File: config.mk
export PLATFORM = sky130hd
export DESIGN_NAME = reg_file_scoreboard_flat
export DESIGN_NICKNAME = d
export VERILOG_FILES = /design/src/rtl/reg_file_scoreboard_if.sv /design/src/rtl/reg_file_scoreboard.sv /design/src/flat_wrapper.sv
export SDC_FILE = /design/constraint.sdc
export NUM_CORES = 2
export LEC_CHECK = 0
export CAP_MARGIN = 20
export CORE_UTILIZATION = 57
export CTS_CLUSTER_DIAMETER = 120
export DETAILED_ROUTE_END_ITERATION = 16
export GPL_ROUTABILITY_DRIVEN = 0
export GPL_TIMING_DRIVEN = 1
export HOLD_SLACK_MARGIN = 0.1
export PLACE_DENSITY = 0.77
export SLEW_MARGIN = 5
export SYNTH_ARGS = -nofsm -noshare
export SYNTH_HDL_FRONTEND = slang
export SYNTH_SLANG_ARGS = --single-unit
File: constraint.sdc
create_clock -name id_clk -period 5.55 [get_ports id_clk]
set_clock_uncertainty 0.2 [all_clocks]
set_input_delay 1.11 -clock id_clk [delete_from_list [all_inputs] [get_ports id_clk]]
set_output_delay 1.11 -clock id_clk [all_outputs]
set_load 0.005 [all_outputs]
File: src/rtl/reg_file_scoreboard_if.sv
// Decode / write-back bus of the register file scoreboard.
// master = decode and write-back stages, slave = register file.
`ifndef WORD
`define WORD 32
`endif

interface reg_file_scoreboard_if #(
    parameter int unsigned WORD = `WORD
);
    // Decode-stage operand reads
    logic [4:0]      rd_addr1;
    logic [4:0]      rd_addr2;
    logic [WORD-1:0] rd_data1;
    logic [WORD-1:0] rd_data2;

    // Decode-stage issue request and its answer
    logic            issue_valid;
    logic            issue_use1;
    logic            issue_use2;
    logic            issue_writes;
    logic [4:0]      issue_dst;
    logic            stall;

    // Write-back commit port
    logic            wb_reg_write;
    logic [4:0]      wb_addr;
    logic [WORD-1:0] wb_data;

    // Status
    logic            pending_any;
    logic            wb_underflow;

    modport master (
        output rd_addr1, rd_addr2,
        output issue_valid, issue_use1, issue_use2, issue_writes, issue_dst,
        output wb_reg_write, wb_addr, wb_data,
        input  rd_data1, rd_data2, stall, pending_any, wb_underflow
    );

    modport slave (
        input  rd_addr1, rd_addr2,
        input  issue_valid, issue_use1, issue_use2, issue_writes, issue_dst,
        input  wb_reg_write, wb_addr, wb_data,
        output rd_data1, rd_data2, stall, pending_any, wb_underflow
    );
endinterface

File: src/rtl/reg_file_scoreboard.sv
// Register file with per-register pending-write counters.
// Reads are combinational with write-through bypass. Issue is stalled on
// outstanding source writes or on a saturated destination counter.
// The top register (X31 by default) reads as zero and ignores writes.
`ifndef WORD
`define WORD 32
`endif

module reg_file_scoreboard #(
    parameter int unsigned WORD = `WORD,
    parameter int unsigned NREG = 32
) (
    input logic                  id_clk,
    input logic                  id_rst,
    reg_file_scoreboard_if.slave bus
);
    localparam int unsigned   AW       = 5;
    localparam int unsigned   CW       = 2;
    localparam logic [AW-1:0] ZERO_REG = AW'(NREG - 1);
    localparam logic [CW-1:0] CNT_MAX  = CW'(3);

    // Architectural state
    logic [WORD-1:0] regs_q [NREG];
    logic [WORD-1:0] regs_d [NREG];
    logic [CW-1:0]   cnt_q  [NREG];
    logic [CW-1:0]   cnt_d  [NREG];
    logic            underflow_q;
    logic            underflow_d;
    logic            pending_any_q;
    logic            pending_any_d;

    // Combinational decode of the current cycle
    logic            wb_commit_c;
    logic            hit1_c;
    logic            hit2_c;
    logic            dst_hit_c;
    logic            src_haz1_c;
    logic            src_haz2_c;
    logic            dst_haz_c;
    logic            stall_c;
    logic            accept_c;
    logic            alloc_c;
    logic [NREG-1:0] inc_c;
    logic [NREG-1:0] dec_c;
    logic [WORD-1:0] rd1_c;
    logic [WORD-1:0] rd2_c;

    // True for an address that maps onto a real, writable register
    function automatic logic addr_ok(input logic [AW-1:0] a);
        return (32'(a) < NREG) && (a != ZERO_REG);
    endfunction

    // Effective count nonzero: a same-cycle write-back retires one write
    function automatic logic busy(input logic [CW-1:0] cnt, input logic hit);
        return hit ? (cnt > CW'(1)) : (cnt != CW'(0));
    endfunction

    // Write-back commit and its address matches against decode
    always_comb begin
        wb_commit_c = bus.wb_reg_write && addr_ok(bus.wb_addr);
        hit1_c      = wb_commit_c && (bus.wb_addr == bus.rd_addr1);
        hit2_c      = wb_commit_c && (bus.wb_addr == bus.rd_addr2);
        dst_hit_c   = wb_commit_c && (bus.wb_addr == bus.issue_dst);
    end

    // Operand reads with write-through bypass
    always_comb begin
        rd1_c = '0;
        rd2_c = '0;
        if (addr_ok(bus.rd_addr1)) begin
            rd1_c = hit1_c ? bus.wb_data : regs_q[bus.rd_addr1];
        end
        if (addr_ok(bus.rd_addr2)) begin
            rd2_c = hit2_c ? bus.wb_data : regs_q[bus.rd_addr2];
        end
    end

    // Hazard detection and issue acceptance
    always_comb begin
        src_haz1_c = bus.issue_use1 && addr_ok(bus.rd_addr1)
                     && busy(cnt_q[bus.rd_addr1], hit1_c);
        src_haz2_c = bus.issue_use2 && addr_ok(bus.rd_addr2)
                     && busy(cnt_q[bus.rd_addr2], hit2_c);
        // A write-back in the same cycle frees a slot, so a full counter
        // only blocks when nothing retires on that register.
        dst_haz_c  = bus.issue_writes && addr_ok(bus.issue_dst)
                     && (cnt_q[bus.issue_dst] == CNT_MAX) && !dst_hit_c;
        stall_c    = bus.issue_valid && (src_haz1_c || src_haz2_c || dst_haz_c);
        accept_c   = bus.issue_valid && !stall_c;
        alloc_c    = accept_c && bus.issue_writes && addr_ok(bus.issue_dst);
    end

    // Per-register increment / decrement requests
    always_comb begin
        inc_c = '0;
        dec_c = '0;
        for (int i = 0; i < int'(NREG); i++) begin
            inc_c[i] = alloc_c && (bus.issue_dst == AW'(i));
            dec_c[i] = wb_commit_c && (bus.wb_addr == AW'(i));
        end
    end

    // Next state of the array, counters and status flags
    always_comb begin
        regs_d        = regs_q;
        cnt_d         = cnt_q;
        underflow_d   = underflow_q;
        pending_any_d = 1'b0;
        if (id_rst) begin
            for (int i = 0; i < int'(NREG); i++) begin
                regs_d[i] = '0;
                cnt_d[i]  = '0;
            end
            underflow_d = 1'b0;
        end else begin
            if (wb_commit_c) begin
                regs_d[bus.wb_addr] = bus.wb_data;
            end
            for (int i = 0; i < int'(NREG); i++) begin
                unique case ({inc_c[i], dec_c[i]})
                    2'b10: cnt_d[i] = cnt_q[i] + CW'(1);
                    2'b01: begin
                        if (cnt_q[i] != CW'(0)) begin
                            cnt_d[i] = cnt_q[i] - CW'(1);
                        end else begin
                            underflow_d = 1'b1;
                        end
                    end
                    2'b11: begin
                        // Allocation and retirement cancel; a retirement
                        // with nothing outstanding is still an underflow.
                        if (cnt_q[i] == CW'(0)) begin
                            underflow_d = 1'b1;
                        end
                    end
                    default: ;
                endcase
            end
        end
        for (int i = 0; i < int'(NREG); i++) begin
            pending_any_d = pending_any_d | (cnt_d[i] != CW'(0));
        end
    end

    // State registers with synchronous reset folded into the next-state logic
    always_ff @(posedge id_clk) begin
        regs_q        <= regs_d;
        cnt_q         <= cnt_d;
        underflow_q   <= underflow_d;
        pending_any_q <= pending_any_d;
    end

    assign bus.rd_data1     = rd1_c;
    assign bus.rd_data2     = rd2_c;
    assign bus.stall        = stall_c;
    assign bus.pending_any  = pending_any_q;
    assign bus.wb_underflow = underflow_q;

endmodule

File: src/flat_wrapper.sv
// flat-port wrapper written by rule: the top's interface ports become plain ports
module reg_file_scoreboard_flat 
#(
    parameter int unsigned WORD = `WORD,
    parameter int unsigned NREG = 32
)
  (id_clk, id_rst, bus_rd_addr1, bus_rd_addr2, bus_issue_valid, bus_issue_use1, bus_issue_use2, bus_issue_writes, bus_issue_dst, bus_wb_reg_write, bus_wb_addr, bus_wb_data, bus_rd_data1, bus_rd_data2, bus_stall, bus_pending_any, bus_wb_underflow);
  reg_file_scoreboard_if #(.WORD(WORD)) bus_i ();
  input logic id_clk;
  input logic id_rst;
  input wire logic [$bits(bus_i.rd_addr1)-1:0] bus_rd_addr1;
  input wire logic [$bits(bus_i.rd_addr2)-1:0] bus_rd_addr2;
  input wire logic [$bits(bus_i.issue_valid)-1:0] bus_issue_valid;
  input wire logic [$bits(bus_i.issue_use1)-1:0] bus_issue_use1;
  input wire logic [$bits(bus_i.issue_use2)-1:0] bus_issue_use2;
  input wire logic [$bits(bus_i.issue_writes)-1:0] bus_issue_writes;
  input wire logic [$bits(bus_i.issue_dst)-1:0] bus_issue_dst;
  input wire logic [$bits(bus_i.wb_reg_write)-1:0] bus_wb_reg_write;
  input wire logic [$bits(bus_i.wb_addr)-1:0] bus_wb_addr;
  input wire logic [$bits(bus_i.wb_data)-1:0] bus_wb_data;
  output wire logic [$bits(bus_i.rd_data1)-1:0] bus_rd_data1;
  output wire logic [$bits(bus_i.rd_data2)-1:0] bus_rd_data2;
  output wire logic [$bits(bus_i.stall)-1:0] bus_stall;
  output wire logic [$bits(bus_i.pending_any)-1:0] bus_pending_any;
  output wire logic [$bits(bus_i.wb_underflow)-1:0] bus_wb_underflow;
  assign bus_i.rd_addr1 = bus_rd_addr1;
  assign bus_i.rd_addr2 = bus_rd_addr2;
  assign bus_i.issue_valid = bus_issue_valid;
  assign bus_i.issue_use1 = bus_issue_use1;
  assign bus_i.issue_use2 = bus_issue_use2;
  assign bus_i.issue_writes = bus_issue_writes;
  assign bus_i.issue_dst = bus_issue_dst;
  assign bus_i.wb_reg_write = bus_wb_reg_write;
  assign bus_i.wb_addr = bus_wb_addr;
  assign bus_i.wb_data = bus_wb_data;
  assign bus_rd_data1 = bus_i.rd_data1;
  assign bus_rd_data2 = bus_i.rd_data2;
  assign bus_stall = bus_i.stall;
  assign bus_pending_any = bus_i.pending_any;
  assign bus_wb_underflow = bus_i.wb_underflow;
  reg_file_scoreboard #(.WORD(WORD), .NREG(NREG)) u_core (.id_clk(id_clk), .id_rst(id_rst), .bus(bus_i));
endmodule
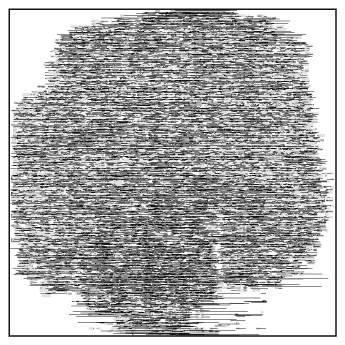
**Above:** signal wires on met1.
Scale: 1 px per um.
longest straight run	81.0 um
share of all routed wire	33%

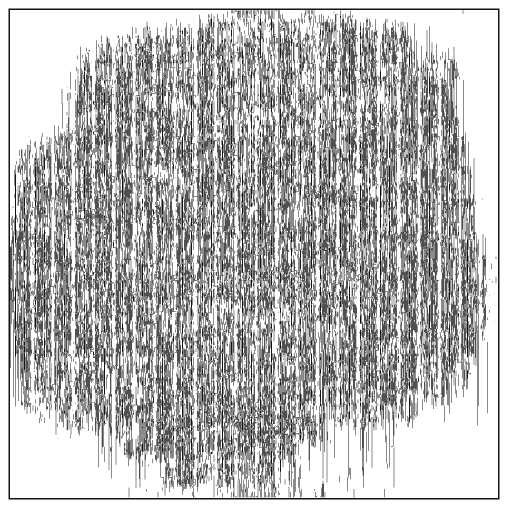
**Above:** the metal 2 layer.
Scale: 1.5 px per um.
main direction	vertical
longest straight run	102 um
share of all routed wire	42%

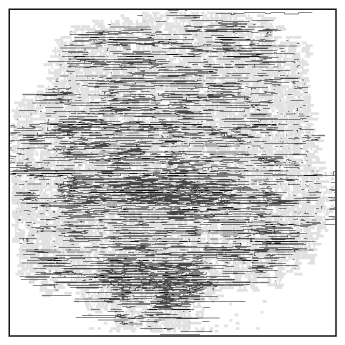
**Above:** metal 3.
Scale: 1 px per um.
longest straight run	161 um
nets with wire on the layer	892

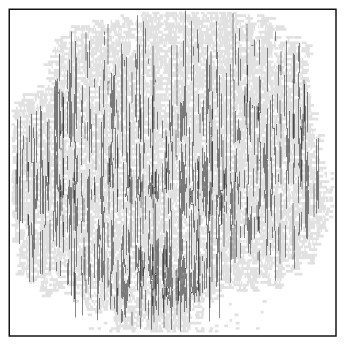
**Above:** metal 4.
Scale: 1 px per um.
wire length on this layer	21.9 mm
share of all routed wire	9.5%
nets with wire on the layer	290
longest straight run	129 um

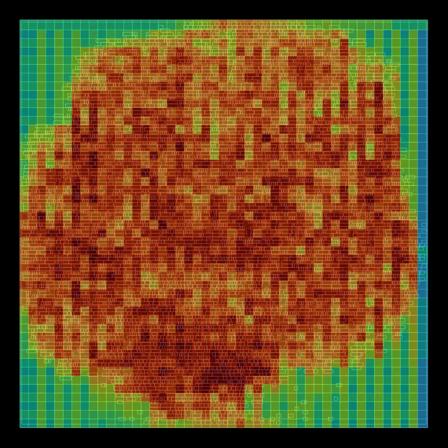
**Above:** track usage over the die.
grt met2 use: 62.0%
met3 Use GR: 15.4%
post-layout util: 65.1%
GR peak layer: met2

==> Slide: Implementation Results <==
Physical Implementation Snapshot

Global routing
  – Initial antenna violation count: 6
  – First-pass GRT wire length: 337000 um

Worst setup path
  – FF-to-FF End: u_core.bus.pending_any
  – Critical Path Max Stage Delay: 730 ps
  – Crit path max-delay family: simple AND/OR/NAND/NOR gates
  – Worst r2r path cells: 14
  – Slowest CP cell: or4b_2
  – Crit path depth: 17
  – Most common cell type on the critical path: a211oi_2
  – CP startpoint: bus_issue_dst[1]

Final timing
  – Final setup margin: -91.8 ps
  – Final setup fails: 1
  – Final worst path period share: 102%

Floorplan
  – Die W: 325 um
  – Starting Density: 57.5%
  – Core Box Area: 104000 um^2
  – Number of top-level pins: 126

Clock network
  – TritonCTS sink count: 1090
  – H-tree depth: 3
  – CTS buffer count: 113
  – Cts repair resizes: 15
  – Clock transition at the registers of the reported paths: 60 ps

Power
  – P_leak: 22.7 nW
  – PwrDens: 262 nW/um^2
  – Max rail drop VDD: 0.000299 V

Outcome
  – Outcome: finished with violations
  – Failing checks: setup timing

Routing
  – Drt total wl: 231000 um
  – Initial detailed-routing violation count: 9768
  – DR vias: 55300

Synthesis
  – Flip-flops with a built-in enable: 0
  – Yosys top cell by area: dfxtp_1
  – Number of distinct library cells after synthesis: 61
  – Synth top cell by count: nand2_1
  – Top cells by count, synth: 2005 x nand2_1, 1090 x dfxtp_1, 998 x a21oi_1

Finish
  – Share of cells above drive strength 1: 20.8%

Flow run
  – MaxCap Viol Count: 0
==> worst min path at each step <==
stage	end	slack, ps	cells past startpoint
6_report	u_core.regs_q[43]	260	2
5_1_grt	u_core.regs_q[445]	280	2
4_1_cts	u_core.regs_q[694]	260	2
3_5_place_dp	u_core.regs_q[694]	260	2
3_3_place_gp	u_core.regs_q[644]	250	2
2_1_floorplan	u_core.cnt_q[1]	240	2
==> power breakdown <==
part / total, mW / switching [mW] / internal, mW
logic: 1.57 / 1.01 / 0.558
registers: 7.95 / 0.0614 / 7.89
clock network: 8.18 / 3.41 / 4.77
==> flip-flops by register name, summed over array words and instances (netlist names) <==
name / count
u_core.cnt_q: 64
u_core.bus.pending_any: 1
u_core.regs_q: 1024
u_core.bus.wb_underflow: 1
==> logic make-up (layout without fill, tap and decap cells) <==
| group | after synthesis | count (layout) | share of synthesized area [%] |
|---|---|---|---|
| AND/OR/NAND/NOR | 2339 | 2339 | 15.7 |
| AND-OR/OR-AND | 1246 | 1246 | 11.6 |
| flip-flops | 1090 | 1090 | 36.6 |
| buffers and inverters | 761 | 799 | 5.02 |
| adder cells (fa/ha/maj) | 186 | 186 | 3.91 |
| XOR/XNOR | 15 | 15 | 0.221 |
| other | 0 | 6 | 0 |
| multiplexers | 758 | 758 | 27.0 |
==> layout make-up <==
cell class / count / area (um^2)
clock buffers: 160 / 3310
multi-input cells: 4544 / 35100
inverters: 100 / 380
flip-flops and latches: 1090 / 21800
well taps: 1380 / 1730
fillers: 7783 / 36200
repair buffers: 488 / 4370
diodes: 6 / 15.0
clock inverters: 51 / 658
==> placed cells by master, fill, tap and decap left out, types with 18 or more instances in the layout <==
cell type	synthesis	final
buf_4	0	336
inv_1	73	67
a221oi_1	62	60
nor2b_1	37	37
nor2_4	0	31
a21oi_1	998	995
inv_2	1	32
nor3_1	43	43
ha_1	186	186
nor2_1	106	74
mux2i_1	79	77
clkbuf_8	0	32
nor4_1	35	32
clkinv_2	0	23
buf_12	0	18
mux4_2	677	677
clkdlybuf4s50_1	0	114
dfxtp_1	1090	1090
nand2_1	2005	2005
nand3_1	35	35
a211oi_1	130	124
clkbuf_16	0	113
or3_1	20	19
==> per-layer routing <==
layer	part of all wire, %	track usage (%)	vias up	wire length (um)
met5	0.070	0.226	-	161
met1	33	51.4	26300	75100
met3	16	15.4	1527	35800
met4	9.5	32.7	10	21900
li1	-	-	22600	-
met2	42	62.0	4880	97500
==> worst reg2reg max path, stage by stage (launching register included) <==
cell and delay [ps]:
dfxtp_1 420, mux4_2 520, mux4_2 480, a211oi_2 280
nor4b_2 110, or3_4 460, buf_6 210, or3_1 450
ha_1 320, buf_4 160, a221oi_1 310, a211oi_2 180
nor4_4 410, nand4_1 160, or4b_2 730
==> stage by stage <==
stage                     power (mW)  instance area (um^2)  setup slack, ps  utilization [%]  TNS (ps)
after detailed placement        9.60                 63100             -971             60.9     -5040
final                           17.7                 67400            -91.8             65.1     -91.8
after floorplan                 9.04                 59600             40.1                -         0
after CTS                       17.6                 67200            -14.3             64.9     -14.3
after global placement          9.58                 63100             -913             60.9     -4230
after global routing            18.0                 67400             -191             65.0      -309
Power is estimated from default activity; no workload was simulated.
